==> images/clock_wires.png <==
Scale: 8 px per um.
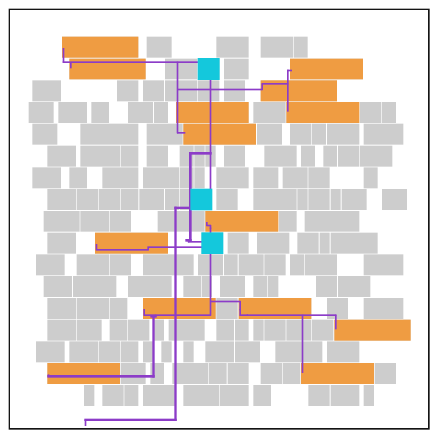
==> images/ff_map.png <==
Scale: 6 px per um. Other sequential cells in the stronger gray, the rest of the logic in the fainter gray.
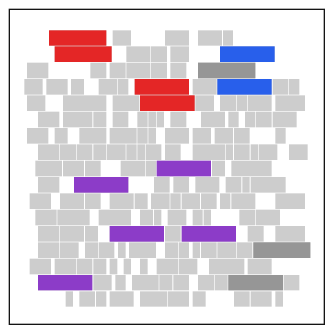
==> images/m3.png <==
Scale: 6 px per um. Cells faint in the background.
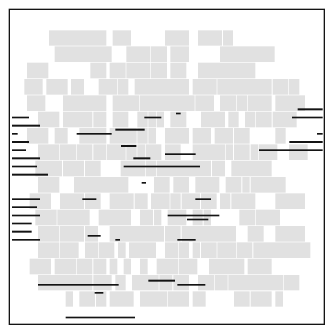
[src/rtl/lfsr_pkg.sv]
// Shared types, constants and tap rule for the 4-bit burst LFSR scheduler.
package lfsr_pkg;

    localparam int                LFSR_W    = 4;
    localparam logic [LFSR_W-1:0] SAFE_SEED = 4'h9;

    typedef enum logic [1:0] {
        IDLE = 2'd0,
        RUN  = 2'd1,
        DONE = 2'd2
    } state_t;

    // Fibonacci step: new MSB from taps 1 and 0, remaining bits shift down.
    function automatic logic [LFSR_W-1:0] lfsr_next(input logic [LFSR_W-1:0] ff);
        return {ff[1] ^ ff[0], ff[3:1]};
    endfunction

    // The all-zero state locks up the LFSR, so it is never loaded.
    function automatic logic [LFSR_W-1:0] fix_seed(input logic [LFSR_W-1:0] seed);
        return (seed == '0) ? SAFE_SEED : seed;
    endfunction

endpackage

[src/rtl/lfsr4_core.sv]
// 4-bit LFSR register: synchronous seed load (wins over step), step enable,
// asynchronous reset to the safe seed.
module lfsr4_core
    import lfsr_pkg::*;
(
    input  logic              i_clk,
    input  logic              i_rst,
    input  logic              i_load,
    input  logic [LFSR_W-1:0] i_seed,
    input  logic              i_step,
    output logic [LFSR_W-1:0] o_state
);

    logic [LFSR_W-1:0] r_ff;

    always_ff @(posedge i_clk or posedge i_rst) begin
        if (i_rst) begin
            r_ff <= SAFE_SEED;
        end else if (i_load) begin
            r_ff <= fix_seed(i_seed);
        end else if (i_step) begin
            r_ff <= lfsr_next(r_ff);
        end
    end

    assign o_state = r_ff;

endmodule

[src/rtl/lfsr_burst_sched.sv]
// Round-robin scheduler granting one of two requesters a seeded LFSR burst
// of programmable length over a valid/ready stream.
module lfsr_burst_sched
    import lfsr_pkg::*;
#(
    parameter int CNT_W = 4
) (
    input  logic              i_clk,
    input  logic              i_rst,
    input  logic [1:0]        i_req,
    input  logic [LFSR_W-1:0] i_seed0,
    input  logic [LFSR_W-1:0] i_seed1,
    input  logic [CNT_W-1:0]  i_len0,
    input  logic [CNT_W-1:0]  i_len1,
    input  logic              i_ready,
    output logic [1:0]        o_gnt,
    output logic              o_busy,
    output logic              o_valid,
    output logic [LFSR_W-1:0] o_data,
    output logic              o_done
);

    state_t            r_state;
    state_t            w_state_nxt;
    logic [1:0]        r_gnt;
    logic [CNT_W:0]    r_cnt;
    logic              r_last;
    logic [1:0]        w_pick;
    logic [LFSR_W-1:0] w_seed_sel;
    logic [CNT_W-1:0]  w_len_sel;
    logic [CNT_W:0]    w_cnt_load;
    logic              w_load;
    logic              w_step;
    logic [LFSR_W-1:0] w_lfsr;

    // r_last holds the index granted most recently; reset value 1 favours requester 0.
    always_comb begin
        w_pick = 2'b00;
        case (i_req)
            2'b01:   w_pick = 2'b01;
            2'b10:   w_pick = 2'b10;
            2'b11:   w_pick = r_last ? 2'b01 : 2'b10;
            default: w_pick = 2'b00;
        endcase
    end

    assign w_seed_sel = w_pick[1] ? i_seed1 : i_seed0;
    assign w_len_sel  = w_pick[1] ? i_len1  : i_len0;
    assign w_cnt_load = (w_len_sel == '0) ? {1'b1, {CNT_W{1'b0}}} : {1'b0, w_len_sel};

    always_ff @(posedge i_clk or posedge i_rst) begin
        if (i_rst) begin
            r_state <= IDLE;
        end else begin
            r_state <= w_state_nxt;
        end
    end

    always_comb begin
        w_state_nxt = r_state;
        w_load      = 1'b0;
        w_step      = 1'b0;
        case (r_state)
            IDLE: begin
                if (|i_req) begin
                    w_load      = 1'b1;
                    w_state_nxt = RUN;
                end
            end
            RUN: begin
                if (i_ready) begin
                    w_step = 1'b1;
                    if (r_cnt == (CNT_W+1)'(1)) begin
                        w_state_nxt = DONE;
                    end
                end
            end
            DONE: begin
                w_state_nxt = IDLE;
            end
            default: begin
                w_state_nxt = IDLE;
            end
        endcase
    end

    always_ff @(posedge i_clk or posedge i_rst) begin
        if (i_rst) begin
            r_gnt  <= 2'b00;
            r_cnt  <= '0;
            r_last <= 1'b1;
        end else begin
            case (r_state)
                IDLE: begin
                    if (w_load) begin
                        r_gnt <= w_pick;
                        r_cnt <= w_cnt_load;
                    end
                end
                RUN: begin
                    if (w_step) begin
                        r_cnt <= r_cnt - (CNT_W+1)'(1);
                    end
                end
                DONE: begin
                    r_last <= r_gnt[1];
                    r_gnt  <= 2'b00;
                end
                default: begin
                    r_gnt <= 2'b00;
                end
            endcase
        end
    end

    lfsr4_core u_lfsr (
        .i_clk   (i_clk),
        .i_rst   (i_rst),
        .i_load  (w_load),
        .i_seed  (w_seed_sel),
        .i_step  (w_step),
        .o_state (w_lfsr)
    );

    assign o_gnt   = r_gnt;
    assign o_busy  = (r_state != IDLE);
    assign o_valid = (r_state == RUN);
    assign o_data  = (r_state == RUN) ? w_lfsr : '0;
    assign o_done  = (r_state == DONE);

endmodule

[config.mk]
export PLATFORM = sky130hd
export DESIGN_NAME = lfsr_burst_sched
export DESIGN_NICKNAME = d
export VERILOG_FILES = /design/src/rtl/lfsr_pkg.sv /design/src/rtl/lfsr4_core.sv /design/src/rtl/lfsr_burst_sched.sv
export SDC_FILE = /design/constraint.sdc
export NUM_CORES = 1
export LEC_CHECK = 0
export CAP_MARGIN = 10
export CORE_MARGIN = 2
export CORE_UTILIZATION = 41
export DETAILED_ROUTE_END_ITERATION = 8
export MAX_ROUTING_LAYER = met4
export PLACE_DENSITY = 0.73
export SLEW_MARGIN = 5
export SYNTH_ARGS = -nofsm -noshare
export SYNTH_HDL_FRONTEND = slang
export SYNTH_SLANG_ARGS = --single-unit
[constraint.sdc]
create_clock -name i_clk -period 1.33 [get_ports i_clk]
set_clock_uncertainty 0.05 [all_clocks]
set_input_delay 0.399 -clock i_clk [delete_from_list [all_inputs] [get_ports i_clk]]
set_output_delay 0.399 -clock i_clk [all_outputs]
set_load 0.01 [all_outputs]
==> results.sh <==
# source this file to load flow results
export IMPL_clockBufferCount=4
export IMPL_synthTopCellsByCount="dfrtp_1 (11), nand2_1 (7), o21ai_0 (7)"
export IMPL_chip_area_mm2=0.00273
export IMPL_drtIter0Drc=35
export IMPL_crit_path_max_incr_delay_ns=0.41
export IMPL_power_leader="combinational logic"
export IMPL_placed_cells=181
export IMPL_cts_sinks=14
export IMPL_cts_tree="built"
export IMPL_cp_slowest_cell="dfrtp_1"
export IMPL_top_layer_used="met4"
export IMPL_yosysMostFrequentCell="dfrtp_1"
export IMPL_fp_util_pct=43.2
export IMPL_clk_pin_slew_ns=0.10
export IMPL_ys_cells=104
export IMPL_crit_path_end_kind="output port"
export IMPL_antenna_found_initial=0
export IMPL_area_leaders="dfrtp_1 (29%), dfstp_2 (8.3%), o21ai_0 (3.7%)"
export IMPL_routedWlPerCell_um=15.0
export IMPL_inv_count=6
export IMPL_logic_family="simple AND/OR/NAND/NOR gates"
export IMPL_ys_flop_type="dfrtp_1"
export IMPL_biggestCellCategory="combinational gates"
export IMPL_violations="negative setup slack"
export IMPL_chipWidth_um=52.3
export IMPL_setup_viol=16
export IMPL_syn_nets=127
export IMPL_largest_register_ff_count=5
export IMPL_rows=17
export IMPL_cell_internal_pwr_mw=1.60
export IMPL_cp_endpoint="o_data[3]"
export IMPL_crit_path_cell_trace="nand2b_4 > inv_6 > and2_4 > buf_6"
export IMPL_fin_ws_ns=-0.309
export IMPL_portBuffers=29
export IMPL_relSlewSlack_pct=67.0
export IMPL_path_class="register to output port"
export IMPL_drive_gt1_share_pct=47.9
export IMPL_outcome="complete, but fails checks"
export IMPL_final_hold_violation_count=0
export IMPL_fmax_ghz=0.610
export IMPL_layout_nets=189
export IMPL_hold_ws_ns=0.339
export IMPL_drv_cap=0
export IMPL_min_period_ns=1.64
export IMPL_critPathArrivalTime_ns=1.19
export IMPL_layout_nonclk_buf_share_pct=32.8
export IMPL_logic_gates=81
export IMPL_reg2regPathDepth=6
export IMPL_syn_to_final_growth_pct=73.7
export IMPL_drtAntennaViolNets=0
export IMPL_overflow=0
export IMPL_htree_levels=1
export IMPL_cts_made_buffers=3
export IMPL_dr_wl_met2_um=1440
export IMPL_gr_usage_met1_pct=27.9
export IMPL_largest_area_cell="dfrtp_1"
export IMPL_cts_resized=62
export IMPL_core_mm2=0.00221
export IMPL_placed_cell_area_mm2=0.00145
export IMPL_final_cell_area_mm2=0.00166
export IMPL_warnings=30
export IMPL_viasPerCell=5.41
export IMPL_die_y_um=52.3
export IMPL_p_clk_mw=0.265
Back to the opening pictures, clock_wires.png:
legend:
  flip-flops:
    color: orange
    count: 14
  clock wires:
    color: purple
    length: 210 um
  clock-net drivers:
    color: cyan
    count: 3
routed clock nets: 4

Back to the opening pictures, ff_map.png:
legend:
  `u_lfsr.o_state`:
    color: red
    flops: 4
  `o_gnt`:
    color: blue
    flops: 2
  `r_cnt`:
    color: purple
    flops: 5
not colored: 3

Back to the opening pictures, m3.png:
main direction: horizontal
wire length on this layer: 164 um
longest straight run: 13.1 um
share of all routed wire: 5.7%
nets with wire on the layer: 32
Via Count: 1044
routed wire length: 2900 um

